<file path="src/rtl/seq_alu.sv">
// Multi-cycle ALU with valid/ready handshakes, registered flags and an
// iterative one-bit-per-cycle shifter.
module seq_alu #(
    parameter int unsigned W   = 8,
    parameter int unsigned OPS = 3
) (
    input  logic           clk,
    input  logic           rst_n,
    input  logic           in_valid,
    output logic           in_ready,
    input  logic [W-1:0]   A,
    input  logic [W-1:0]   B,
    input  logic [OPS-1:0] OP,
    output logic           out_valid,
    input  logic           out_ready,
    output logic [W-1:0]   out,
    output logic           Zero,
    output logic           Carry,
    output logic           Neg
);

    localparam int unsigned CW    = $clog2(W);
    localparam logic [W-1:0] W_LIM = W'(W);

    localparam logic [OPS-1:0] OP_ADD    = OPS'(0);
    localparam logic [OPS-1:0] OP_SHR    = OPS'(1);
    localparam logic [OPS-1:0] OP_SHL    = OPS'(2);
    localparam logic [OPS-1:0] OP_PARINS = OPS'(3);
    localparam logic [OPS-1:0] OP_SUB    = OPS'(4);
    localparam logic [OPS-1:0] OP_AND    = OPS'(5);
    localparam logic [OPS-1:0] OP_OR     = OPS'(6);
    localparam logic [OPS-1:0] OP_XOR    = OPS'(7);

    typedef enum logic [1:0] {
        S_IDLE,
        S_SHIFT,
        S_DONE
    } state_t;

    state_t        state_q, state_d;
    logic [W-1:0]  res_q, res_d;
    logic [CW-1:0] cnt_q, cnt_d;
    logic          shl_q, shl_d;
    logic          carry_q, carry_d;
    logic          zero_q, zero_d;
    logic          neg_q, neg_d;
    logic          out_valid_q, out_valid_d;
    logic          in_ready_q, in_ready_d;

    logic [W-1:0]  r;
    logic          c;
    logic          fin;
    logic [W-1:0]  sh_nxt;

    // State and datapath registers; res_q doubles as the shift accumulator.
    always_ff @(posedge clk or negedge rst_n) begin
        if (!rst_n) begin
            state_q     <= S_IDLE;
            res_q       <= '0;
            cnt_q       <= '0;
            shl_q       <= 1'b0;
            carry_q     <= 1'b0;
            zero_q      <= 1'b0;
            neg_q       <= 1'b0;
            out_valid_q <= 1'b0;
            in_ready_q  <= 1'b1;
        end else begin
            state_q     <= state_d;
            res_q       <= res_d;
            cnt_q       <= cnt_d;
            shl_q       <= shl_d;
            carry_q     <= carry_d;
            zero_q      <= zero_d;
            neg_q       <= neg_d;
            out_valid_q <= out_valid_d;
            in_ready_q  <= in_ready_d;
        end
    end

    // Next-state, result and flag computation.
    always_comb begin
        state_d     = state_q;
        res_d       = res_q;
        cnt_d       = cnt_q;
        shl_d       = shl_q;
        carry_d     = carry_q;
        zero_d      = zero_q;
        neg_d       = neg_q;
        out_valid_d = out_valid_q;
        in_ready_d  = in_ready_q;
        r           = '0;
        c           = 1'b0;
        fin         = 1'b0;
        sh_nxt      = '0;

        case (state_q)
            S_IDLE: begin
                if (in_valid) begin
                    case (OP)
                        OP_ADD: begin
                            {c, r} = {1'b0, A} + {1'b0, B};
                            fin    = 1'b1;
                        end
                        OP_SHR, OP_SHL: begin
                            if (B == '0) begin
                                r   = A;
                                fin = 1'b1;
                            end else if (B >= W_LIM) begin
                                r   = '0;
                                fin = 1'b1;
                            end else begin
                                res_d      = A;
                                cnt_d      = CW'(B);
                                shl_d      = (OP == OP_SHL);
                                carry_d    = 1'b0;
                                in_ready_d = 1'b0;
                                state_d    = S_SHIFT;
                            end
                        end
                        OP_PARINS: begin
                            r = A;
                            if (B < W_LIM) begin
                                r[B[CW-1:0]] = ^A;
                            end
                            fin = 1'b1;
                        end
                        OP_SUB: begin
                            r   = A - B;
                            c   = (A < B);
                            fin = 1'b1;
                        end
                        OP_AND: begin
                            r   = A & B;
                            fin = 1'b1;
                        end
                        OP_OR: begin
                            r   = A | B;
                            fin = 1'b1;
                        end
                        OP_XOR: begin
                            r   = A ^ B;
                            fin = 1'b1;
                        end
                        default: begin
                            r   = '0;
                            fin = 1'b1;
                        end
                    endcase
                    if (fin) begin
                        res_d       = r;
                        carry_d     = c;
                        zero_d      = (r == '0);
                        neg_d       = r[W-1];
                        out_valid_d = 1'b1;
                        in_ready_d  = 1'b0;
                        state_d     = S_DONE;
                    end
                end
            end
            S_SHIFT: begin
                sh_nxt  = shl_q ? {res_q[W-2:0], 1'b0} : {1'b0, res_q[W-1:1]};
                carry_d = shl_q ? res_q[W-1] : res_q[0];
                res_d   = sh_nxt;
                cnt_d   = cnt_q - CW'(1);
                if (cnt_q == CW'(1)) begin
                    zero_d      = (sh_nxt == '0);
                    neg_d       = sh_nxt[W-1];
                    out_valid_d = 1'b1;
                    state_d     = S_DONE;
                end
            end
            S_DONE: begin
                if (out_ready) begin
                    out_valid_d = 1'b0;
                    in_ready_d  = 1'b1;
                    state_d     = S_IDLE;
                end
            end
            default: begin
                state_d = S_IDLE;
            end
        endcase
    end

    assign out       = res_q;
    assign Carry     = carry_q;
    assign Zero      = zero_q;
    assign Neg       = neg_q;
    assign out_valid = out_valid_q;
    assign in_ready  = in_ready_q;

endmodule

</file>
<file path="config.mk">
export PLATFORM = sky130hd
export DESIGN_NAME = seq_alu
export DESIGN_NICKNAME = d
export VERILOG_FILES = /design/src/rtl/seq_alu.sv
export SDC_FILE = /design/constraint.sdc
export NUM_CORES = 1
export LEC_CHECK = 0
export CORE_MARGIN = 2
export CORE_UTILIZATION = 32
export DETAILED_ROUTE_END_ITERATION = 7
export HOLD_SLACK_MARGIN = 0.1
export PLACE_DENSITY = 0.56
export SLEW_MARGIN = 20
export SYNTH_ARGS = -nofsm -noshare
export SYNTH_HDL_FRONTEND = slang
export SYNTH_SLANG_ARGS = --single-unit
</file>
<file path="constraint.sdc">
create_clock -name clk -period 3.37 [get_ports clk]
set_input_delay 0.674 -clock clk [delete_from_list [all_inputs] [get_ports clk]]
set_output_delay 0.674 -clock clk [all_outputs]
set_load 0.01 [all_outputs]
</file>
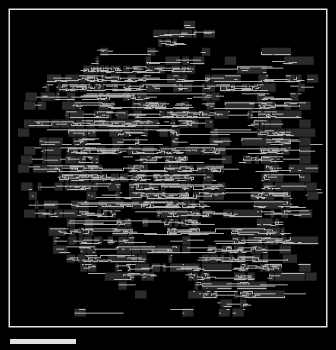
**Above:** run 1 (M1 wires).
Bar = 20 um. Cells faint in the background.
wire length on this layer: 3830 um
main direction: horizontal
share of all routed wire: 47%
longest straight run: 37.7 um
nets with wire on the layer: 418

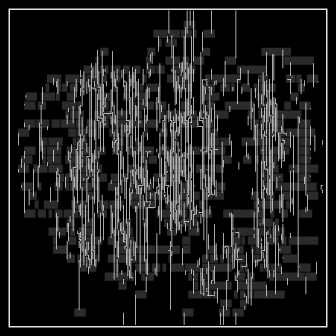
**Above:** run 1 (M2 wires).
Cells faint in the background.
wire length on this layer: 3780 um
longest straight run: 48.6 um
main direction: vertical
nets with wire on the layer: 373

==> run_results.csv, run 1 <==
group,metric,value,unit
drt,drc,0,
floorplanning,initCoreUtil,32.8,%
cells_and_area,final_area,3630,um2
floorplanning,row_count,33,
drt,wirelength,8230,um
timing,setup_viol,0,
pwr,switching_power,0.586,mW
pwr,power_clock,0.168,mW
clock_network,cts_resized,3,
timing,min_period,3270,ps
logic_synthesis,ys_cells,347,
worst_setup_path,cp-start-kind,"input port",
grt,grt_pass1_vias,2685,
placed_design,post-place-ws,-381,ps
run,warning_count,46,
drt,route.met2.wl,3780,um
cells_and_area,final_cells,529,
timing,rsz0062_at_grt,"true",
run_status,status,"finished clean",
cells_and_area,lay_top_count,"buf_4",
clock_network,cts.sinks,19,
pwr,power.density,394,nW/um2
placed_design,placed_area,3510,um2
worst_setup_path,path_buffers,2,
logic_synthesis,dominantRegCellSynth,"dfrtp_1",
worst_setup_path,ff2ff_setup_slack,1120,ps
timing,timing.hold.ws,511,ps
logic_synthesis,avgSynthCellArea,7.73,um2
logic_synthesis,top_cell_area_share,16.8,%
drt,maxUsedRoutingLayer,"met4",
cells_and_area,flop_area,477,um2
pwr,seqPwrFrac,29.3,%
timing,hold_viol,0,
placed_design,numPlacedInstances,524,
grt,grt_pass1_wl,13400,um
worst_setup_path,worstReg2RegStart,"state_q[1]",
worst_setup_path,cp_max_fo,3,
worst_setup_path,crit_path_cell_trace,"clkdlybuf4s50_1 > inv_1 > ha_1 > fa_1 > o21bai_1 > a21oi_2 > mux2i_1 > o21ai_0 > nand2_1 > a32o_1 > or4b_1 > o31ai_2",
grt,grt_use_total,18.6,%
logic_synthesis,mux_share,4.57,%
pwr,switching_share,40.9,%
logic_synthesis,xor_area_share,4.57,%
cells_and_area,num-multi-input-gates,275,
cells_and_area,logic_area,2070,um2
timing,maxSlewViolCount,0,
worst_setup_path,crit_start,"A[0]",
cells_and_area,area_growth_syn_to_layout,35.4,%
hold_path,hold_class,"flip-flop to flip-flop",
logic_synthesis,synth_area_leader_cell,"dfrtp_1",
logic_synthesis,ys_seq_share,17.8,%
cells_and_area,clkCellAreaFrac,1.24,%
timing,skew,2.63,ps
cells_and_area,nNonClkInverters,33,
pwr,maxPowerGroup,"combinational logic",
drt,wl_per_cell,15.5,um
clock_network,postCtsSetupBuffers,0,
worst_setup_path,worstSetupPathType,"input port to flip-flop",
drt,drtPass1Iterations,4,
logic_synthesis,synthArstFlopShare,100,%
worst_setup_path,cp.arrival,3460,ps
cells_and_area,final_cell_mix,"buf_4, clkdlybuf4s50_1, inv_1",
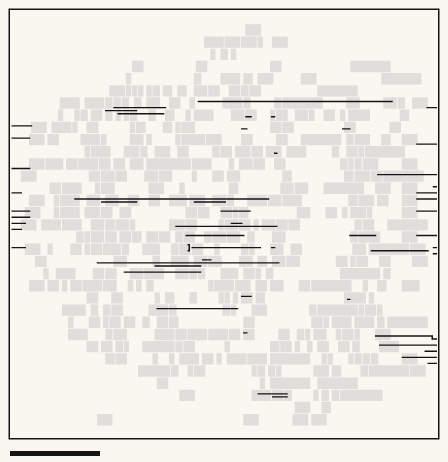
**Above:** run 1 (met3 routing).
Bar = 20 um. Cells faint in the background.
share of all routed wire: 5.1%
wire length on this layer: 423 um

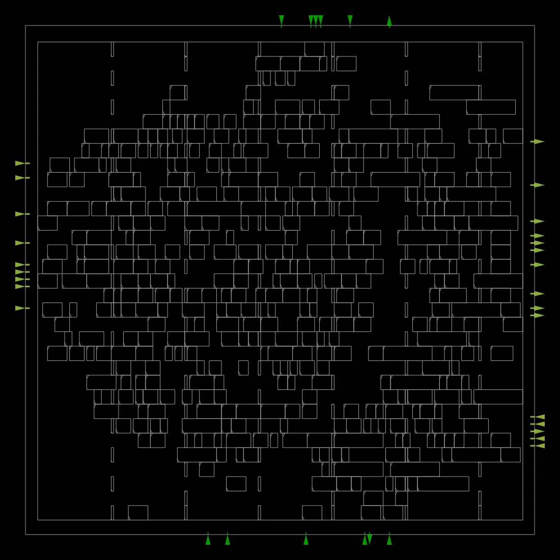
**Above:** run 1 (placed standard cells).
Tapcells: 105
core area: 8180 um2
post-layout util: 44.4%
Flops: 19
Seq/total area: 13.1%

==> run 1: logic make-up after synthesis <==
| kind of cell | count (synthesis) |
|---|---|
| multiplexers | 12 |
| buffers and inverters | 53 |
| adder cells (fa/ha/maj) | 31 |
| AND-OR/OR-AND | 122 |
| AND/OR/NAND/NOR | 96 |
| flip-flops | 19 |
| XOR/XNOR | 14 |
==> run 1: registers in the layout (all words and copies together), names as in the netlist <==
register and count:
Carry 1, Neg 1, Zero 1, cnt_q 3, in_ready 1, out 8, out_valid 1, shl_q 1
state_q 2
==> run 1: metal layers <==
| layer | track usage (%) | vias to the layer above |
|---|---|---|
| li1 | - | 1421 |
| met1 | 25.6 | 1310 |
| met2 | 31.2 | 77 |
| met3 | 0.711 | 13 |
| met4 | 5.95 | 0 |
| met5 | 0 | - |
## Run 2: what changed since run 1
==> constraint.sdc (replaced) <==
create_clock -name clk -period 3.37 [get_ports clk]
set_input_delay 0.674 -clock clk [delete_from_list [all_inputs] [get_ports clk]]
set_output_delay 0.674 -clock clk [all_outputs]
set_load 0.05 [all_outputs]
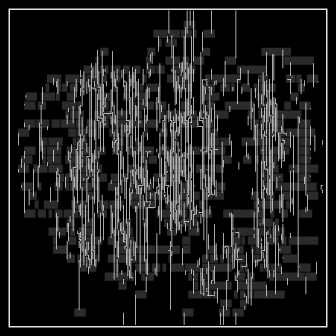
**Above:** run 2 (M2 wires).
Cells faint in the background.
wire length on this layer: 3780 um
share of all routed wire: 46%

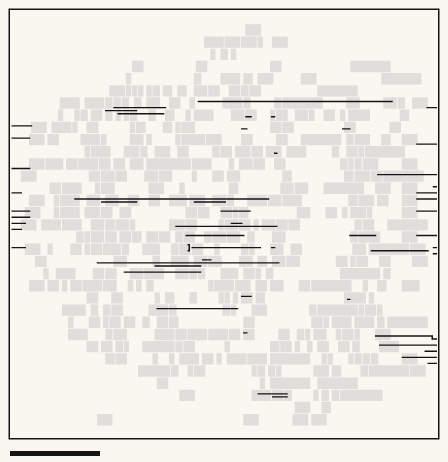
**Above:** run 2 (met3 routing).
Bar = 20 um. Cells faint in the background.
share of all routed wire: 5.1%
main direction: horizontal
wire length on this layer: 423 um

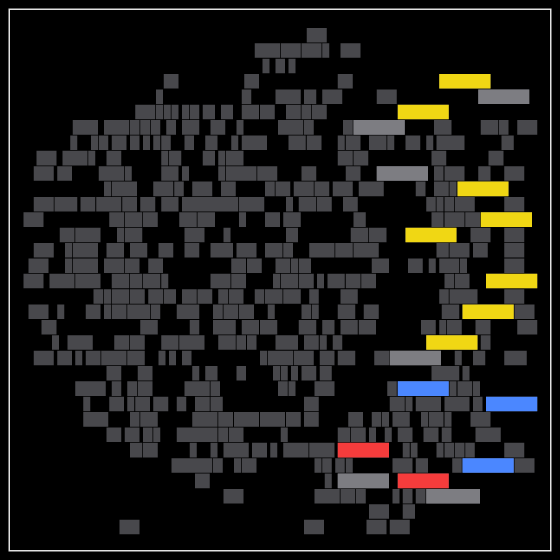
**Above:** run 2 (sequential cells grouped by signal name).
Other sequential cells in the stronger gray, the rest of the logic in the fainter gray.
| color | netlist name | sequential cells |
|---|---|---|
| yellow | `out` | 8 |
| red | `state_q` | 2 |
| blue | `cnt_q` | 3 |
not colored: 6

==> run 2 against run 1 <==
Effect of this change:
- clock power is essentially flat
- clock skew stayed put
- core utilization is the same
- sequential cell count did not move
- combinational power rose by 27%
- design area stayed put
- routed wire length stayed put
- critical path depth stayed put
- total power rose by 15%
- area after synthesis is the same
- worst setup slack unchanged
- largest cell class unchanged
- highest routed layer unchanged
==> run_results.csv, run 2 <==
group,metric,value,unit
logic_synthesis,dominantRegCellSynth,"dfrtp_1",
worst_setup_path,worstSetupPathType,"input port to flip-flop",
hold_path,holdPathEnd,"out_valid",
timing,post-route-period-util,97.1,%
clock_network,cts.sinks,19,
logic_synthesis,netlist_instances,347,
logic_synthesis,ys_area,2680,um2
logic_synthesis,yosysMostFrequentCell,"inv_1",
drt,drtPass1Iterations,4,
worst_setup_path,ff2ff_setup_slack,1120,ps
floorplanning,pin_count,36,
run,drv_cap,0,
timing,relSlewSlack,42.9,%
worst_setup_path,r2r-end,"Zero",
clock_network,cts-root-buf,"clkbuf_8",
logic_synthesis,avgSynthCellArea,7.73,um2
worst_setup_path,rr_worst_depth,8,
timing,timing.hold.ws,511,ps
grt,grt_use_total,18.6,%
placed_design,io_buffers,35,
timing,setup_viol,0,
logic_synthesis,synthDistinctLibCells,68,
worst_setup_path,cp_max_fo,3,
logic_synthesis,fa_ha_area_share,15.0,%
pwr,ir_drop,0.193,mV
floorplanning,row_count,33,
run,warning_count,46,
logic_synthesis,synthesis.area,2680,um2
worst_setup_path,crit_start,"A[0]",
worst_setup_path,slowest_stage,"clkdlybuf4s50_1",
clock_network,htree_levels,1,
logic_synthesis,logic_family,"AND-OR/OR-AND gates",
logic_synthesis,top_cells_by_area,"dfrtp_1, ha_1, inv_1",
worst_setup_path,worst_setup_path_end_kind,"flip-flop",
floorplanning,dieArea,9140,um2
worst_setup_path,critPathCapture,"Zero",
worst_setup_path,crit_required,3550,ps
cells_and_area,final_area,3630,um2
cells_and_area,utilization,44.4,%
grt,grt_pass1_wl,13400,um
timing,worst_slew_pin_slew,854,ps
clock_network,tritoncts,"done",
drt,drc,0,
worst_setup_path,crit_path_cell_trace,"clkdlybuf4s50_1 > inv_1 > ha_1 > fa_1 > o21bai_1 > a21oi_2 > mux2i_1 > o21ai_0 > nand2_1 > a32o_1 > or4b_1 > o31ai_2",
logic_synthesis,synth-edff-count,0,
timing,min_period,3270,ps
logic_synthesis,ys_cells,347,
logic_synthesis,top_cell_area_share,16.8,%
grt,grt_max_degree,30,
hold_path,min_from,"out_valid",
logic_synthesis,synthArstFlopShare,100,%
placed_design,globalplace.congestion,0.889,
grt,grt_pass1_vias,2685,
grt,grt.overflow.total,0,
placed_design,place_hpwl,6620,um
clock_network,cts_resized,3,
cells_and_area,antenna_cells,0,
logic_synthesis,ys_warn_count,0,
worst_setup_path,critPathMaxStageDelay,520,ps
clock_network,cts_hold_buf,0,
pwr,p_leak,1.62,nW
cells_and_area,nNetsFinal,479,
grt,antenna_found_initial,0,
cells_and_area,lay_top_count,"buf_4",
worst_setup_path,cp-start-kind,"input port",
clock_network,numCtsBuffers,3,
logic_synthesis,syn-num-nets,401,
placed_design,placed_area,3510,um2
worst_setup_path,path_buffers,2,
cells_and_area,fillCellCount,849,
timing,hold_viol,0,
logic_synthesis,ys_top_cells_by_count,"inv_1, ha_1, nand2_1, o21ai_0, a21oi_1",
floorplanning,core,8180,um2
worst_setup_path,cp.arrival,3460,ps
timing,rsz0062_at_grt,"true",
drt,drt-vias-per-instance,5.33,
logic_synthesis,synth_area_leader_cell,"dfrtp_1",
logic_synthesis,mux_share,4.57,%
drt,via_count,2821,
clock_network,clock_latency,270,ps
logic_synthesis,ys_sh_simple,18.5,%
cells_and_area,final_cells,529,
run_status,status,"finished clean",
worst_setup_path,critPathTopFamily,"AND-OR/OR-AND gates",
cells_and_area,largest_register_ffs,8,
logic_synthesis,xor_area_share,4.57,%
drt,wl_per_cell,15.5,um
timing,setup_ws,97.3,ps
floorplanning,initCoreUtil,32.8,%
hold_path,hold_depth,2,
pwr,power.density,455,nW/um2
cells_and_area,area_growth_syn_to_layout,35.4,%
hold_path,hold_class,"flip-flop to flip-flop",
logic_synthesis,ys_seq_share,17.8,%
clock_network,path_clk_slew,70,ps
floorplanning,die_h,95.6,um
clock_network,clockBufferDepth,2,
pwr,finalPower,1.65,mW
clock_network,postCtsSetupBuffers,0,
worst_setup_path,worstReg2RegStart,"state_q[1]",
timing,maxSlewViolCount,0,
floorplanning,die_w,95.6,um
placed_design,numPlacedInstances,524,
timing,fin_setup_tns,0,ps
drt,drt_iter0_drc,192,
drt,wirelength,8230,um
worst_setup_path,cp.depth,12,
drt,postRouteAntennaNets,0,
placed_design,post-place-ws,-381,ps
timing,max_freq,306,MHz
cells_and_area,drive_gt1_share,21.5,%
cells_and_area,final_cell_mix,"buf_4, clkdlybuf4s50_1, inv_1",
logic_synthesis,synth-compound-area-share,31.7,%
logic_synthesis,ys.flops,19,
timing,skew,2.63,ps
==> run 2: cell counts in the layout (fill, tap and decap cells not counted) <==
No cell type changed its count.
==> run 2: per-layer routing <==
layer  vias up  share of wire [%]  track usage [%]
met1      1310                 47             25.6
li1       1421                  -                -
met4         0                2.4             5.95
met3        13                5.1            0.711
met5         -                  0                0
met2        77                 46             31.2
==> run 2: cell type report <==
type,instances,area (um2),area share [%]
multi-input combinational,275,2070,56.9
timing repair buffer,93,788,21.7
sequential,19,477,13.1
inverter,33,124,3.41
clock buffer,4,45.0,1.24
tap,105,131,3.62
==> run 2: power by group <==
part	leakage [nW]	switching, mW	internal, mW	total, mW
clock	0.0228	0.0831	0.0845	0.168
sequential	0.239	0.0912	0.328	0.419
combinational	1.35	0.634	0.433	1.07
total	1.62	0.808	0.845	1.65
Power figures rest on the tool's default switching activity, not on a simulated workload.
